==> src/rtl/seq_divider.sv <==
// Multi-cycle unsigned restoring divider, one quotient bit per clock.
// Results are packed as {remainder, quotient}; Y=0 short-circuits to DONE with an error flag.
module seq_divider #(
  parameter int WIDTH = 4
) (
  input  logic               clk,
  input  logic               reset,
  input  logic               start,
  input  logic [WIDTH-1:0]   X,
  input  logic [WIDTH-1:0]   Y,
  output logic [WIDTH-1:0]   quotient,
  output logic [WIDTH-1:0]   remainder,
  output logic [2*WIDTH-1:0] out,
  output logic               busy,
  output logic               done,
  output logic               div_by_zero
);

  localparam int CW = $clog2(WIDTH + 1);

  localparam logic [1:0] S_IDLE = 2'd0;
  localparam logic [1:0] S_RUN  = 2'd1;
  localparam logic [1:0] S_DONE = 2'd2;

  logic [1:0]       r_state;
  logic [WIDTH-1:0] r_dvd;   // dividend shifts out the top, quotient bits shift in the bottom
  logic [WIDTH-1:0] r_dvs;
  logic [WIDTH-1:0] r_rem;
  logic [CW-1:0]    r_cnt;
  logic [WIDTH-1:0] r_q;
  logic [WIDTH-1:0] r_r;
  logic             r_dbz;

  logic [WIDTH:0]   w_trial;
  logic             w_ge;
  logic [WIDTH-1:0] w_rem_nxt;
  logic [WIDTH-1:0] w_q_nxt;

  // Trial needs WIDTH+1 bits; after a successful subtract the result is < divisor,
  // so the low WIDTH bits of the difference are exact.
  assign w_trial   = {r_rem, r_dvd[WIDTH-1]};
  assign w_ge      = (w_trial >= {1'b0, r_dvs});
  assign w_rem_nxt = w_ge ? (w_trial[WIDTH-1:0] - r_dvs) : w_trial[WIDTH-1:0];
  assign w_q_nxt   = {r_dvd[WIDTH-2:0], w_ge};

  always_ff @(posedge clk or posedge reset) begin
    if (reset) begin
      r_state <= S_IDLE;
      r_dvd   <= '0;
      r_dvs   <= '0;
      r_rem   <= '0;
      r_cnt   <= '0;
      r_q     <= '0;
      r_r     <= '0;
      r_dbz   <= 1'b0;
    end else begin
      case (r_state)
        S_RUN: begin
          r_rem <= w_rem_nxt;
          r_dvd <= w_q_nxt;
          r_cnt <= r_cnt - CW'(1);
          if (r_cnt == CW'(1)) begin
            r_q     <= w_q_nxt;
            r_r     <= w_rem_nxt;
            r_state <= S_DONE;
          end
        end
        default: begin
          if (start) begin
            if (Y == '0) begin
              r_q     <= '1;
              r_r     <= X;
              r_dbz   <= 1'b1;
              r_state <= S_DONE;
            end else begin
              r_dvd   <= X;
              r_dvs   <= Y;
              r_rem   <= '0;
              r_dbz   <= 1'b0;
              r_cnt   <= CW'(WIDTH);
              r_state <= S_RUN;
            end
          end else begin
            r_state <= S_IDLE;
          end
        end
      endcase
    end
  end

  assign quotient    = r_q;
  assign remainder   = r_r;
  assign out         = {r_r, r_q};
  assign busy        = (r_state == S_RUN);
  assign done        = (r_state == S_DONE);
  assign div_by_zero = r_dbz;

endmodule

==> config.mk <==
export PLATFORM = sky130hd
export DESIGN_NAME = seq_divider
export DESIGN_NICKNAME = d
export VERILOG_FILES = /design/src/rtl/seq_divider.sv
export SDC_FILE = /design/constraint.sdc
export NUM_CORES = 1
export LEC_CHECK = 0
export CORE_ASPECT_RATIO = 0.6
export CORE_MARGIN = 4
export CORE_UTILIZATION = 50
export DETAILED_ROUTE_END_ITERATION = 8
export GPL_TIMING_DRIVEN = 0
export HOLD_SLACK_MARGIN = 0.15
export MAX_ROUTING_LAYER = met4
export PLACE_DENSITY = 0.86
export SYNTH_ARGS = -nofsm -noshare
export SYNTH_HDL_FRONTEND = slang
export SYNTH_SLANG_ARGS = --single-unit
export TNS_END_PERCENT = 30
==> constraint.sdc <==
create_clock -name clk -period 2.6 [get_ports clk]
set_input_delay 0.39 -clock clk [delete_from_list [all_inputs] [get_ports clk]]
set_output_delay 0.39 -clock clk [all_outputs]
set_load 0.01 [all_outputs]
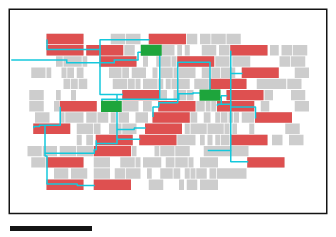
Figure 1: clock network drawn from the DEF.
Scale bar: 20 um.
[red] flip-flops | count: 26
[green] clock-net drivers | count: 3
[cyan] clock wires | length: 297 um
routed clock nets: 4
Clk power: 0.334 mW
maximum clock skew at final layout: 6.377 ps
clock latency reported for the late side of the worst-skew pair: 270 ps
part of the total power dissipated in the clock network: 12.4%

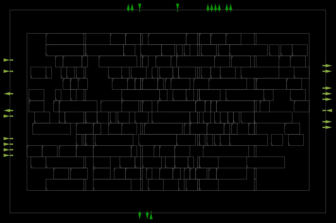
Figure 2: placed standard cells.
flop share of the area: 35.81%
final cell count without fillers: 202
fill cell count: 200

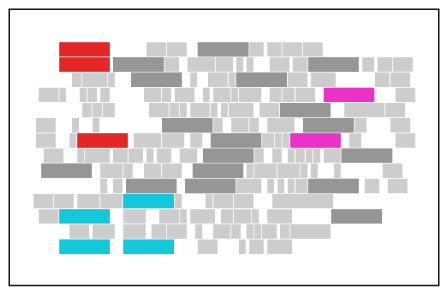
Figure 3: where the registers sit.
Other sequential cells in the stronger grey, the rest of the logic in the fainter grey.
[magenta] r_state | sequential cells: 2
[red] r_cnt | sequential cells: 3
[cyan] r_dvs | sequential cells: 4 | where: bottom left
not coloured: 17

==> run summary <==
Notes from the flow run.

Job:
- The stage logs contain a warning count of 27.
- Across the run, the number of max-cap violations was 0.

Critical path:
- For the worst setup path, the data required time is 2210 ps.
- Walking the worst path, the cells encountered are nand2b_1 > clkinv_4 > clkbuf_1 > clkdlybuf4s50_1.
- The run puts the peak per-stage delay on the critical path at 620 ps.
- The timing report attributes the biggest portion of critical-path delay to buffers and inverters.
- The run gives the endpoint of the worst register-to-register path as remainder[2].
- The run gives the destination of the critical timing path as busy.
- The run puts the count of buffer and inverter cells on the critical path at 3.
- The run gives the arrival time at the worst endpoint as 2050 ps.
- STA classifies the critical path startpoint as a register.
- Per STA, the startpoint of the critical path is r_state[1].

STA:
- The run gives the shortest clock period the worst path allows after layout as 2444 ps.
- Setup repair after global routing left no endpoint under its margin.
- The run gives the final setup violation count as 0.
- The run puts the minimum setup slack in the final design at 156.0 ps.
- The run gives the final-layout worst hold slack as 499.6 ps.
- The run puts the number of pins exceeding their max-slew limit in the final report at 0.
- Summed over all failing endpoints, the final setup total negative slack is 0 ps.

Floorplan:
- According to the floorplan report, the die height is 49.21 um.
- The floorplan step set the die width to 76.68 um.
- The run gives the starting density of the core as 54.22%.

Final layout:
- The run gives the post-route cell area as 1817 um2.
- The run puts the layout overhead on the synthesized area at 28.38%.
- The run puts the number of antenna cells inserted at 0.
- The run gives the highest-count logic cell in the final layout as sky130_fd_sc_hd__clkdlybuf4s50_1.
- The run puts the layout net count at 189.

Synth:
- The run puts the simple-gate portion of the synthesized area at 16.89%.
- Yosys attributes the largest share of cell area to sky130_fd_sc_hd__dfrtp_1 46%, sky130_fd_sc_hd__mux2_2 5.6%, sky130_fd_sc_hd__ha_1 5.3%.
- The run gives the area reported by Yosys stat as 1415 um2.
- The run gives the area share of the largest cell type after synthesis as 45.98%.
- Post-synth the commonest register cell is sky130_fd_sc_hd__dfrtp_1.
- The run gives the synthesized netlist net count as 155.
- Synthesis handed over a netlist of 137 instances.
- The run gives the sequential cell area fraction in the yosys report as 45.98%.
- After synthesis, the largest family of logic cells by area is simple AND/OR/NAND/NOR gates.
- The run puts the multiplexer fraction of the synthesized cell area at 7.692%.
- The run gives the mean post-synth cell area as 10.33 um2.
- The run puts the post-synthesis adder-cell area fraction at 6.720%.
- The run puts the warning count from the yosys run at 0.
- In this run, synthesis inferred 0 flip-flops with an integrated enable.

Pwr:
- The run puts the total power divided by cell area at 1478 nW/um2.
- VDD sags by at most 0.7634 mV.
- In the power breakdown, the internal column shows 1.607 mW.
- The run puts the sequential power share at 27.9%.
- The run gives the power drawn by the sequential cells as 0.750 mW.
- The run puts the power spent charging and discharging nets at 1.079 mW.
- The run gives the net switching share of the total power as 40.16%.
- The flow reports power dissipated in combinational cells as 1.60 mW.

Global route:
- Entering global routing, the biggest net connects 27 pins.
- The run gives the global route total overflow as 0.
- The initial antenna violation count is 0.

CTS:
- CTS reports a maximum clock tree buffer depth of 2.
- The run puts the post-cts resize count at 0.
- The run gives the CTS tree as yes.
- The run gives the number of setup buffers added after CTS as 0.

Route:
- The run puts the number of detailed-routing iterations run before antenna repair at 5.
- The run puts the detailed-route vias per instance at 5.426.
- The script parses the final routing iteration and logs DRC violations as 0.

Placed design:
- The run gives the weighted congestion reported at the end of routability-driven placement as 0.8294.
- The run puts the placed wire-length estimate after detailed placement at 2.407 mm.

Outcome:
- The run finished with clean final reports.

Hold path:
- The run gives the critical hold path startpoint as div_by_zero.
- The path class of the tightest hold or removal check is reg2reg.
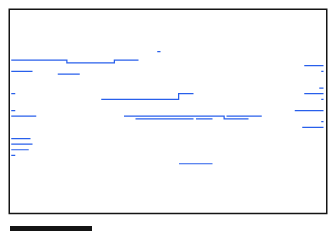
Figure 4: the metal 3 layer.
Scale bar: 20 um.
wire length on this layer: 172 um
longest straight run: 24.1 um
Via Count: 1096
final WL: 3.116 mm
met3 demand-to-capacity share in global routing: 3.875%

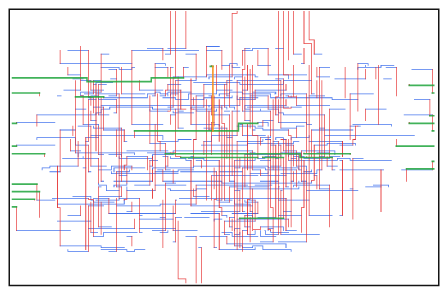
Figure 5: routed metal, one colour a layer.
[orange] M4 | wire length: 11.6 um
[green] M3 | wire length: 172 um
[red] M2 | wire length: 1470 um
[blue] M1 | wire length: 1470 um

==> area by class of cell <==
class                      count  area, um2  share of cell area, %
buffer                        11      91.34                  5.028
clock buffer                   3      41.29                  2.273
clock inverter                 1      30.03                  1.653
inverter                       9      38.79                  2.135
multi-input combinational     91      634.4                  34.92
sequential                    26      650.6                  35.81
tap                           32      40.04                  2.204
timing repair buffer          29      290.3                  15.98
==> worst register-to-register path: cells and delay by family, from the launching register on <==
kind	cells	cell delay, ps
compound gates	3	760
mux	1	430
flops	1	420
fa+ha+maj	1	370
==> routing by layer <==
metal,global-route usage (%),wire length (um)
met1,23.96,1467
met2,29.62,1465
met3,3.875,172
met4,2.410,11
met5,-,0
Power and IR drop assume default switching activity.
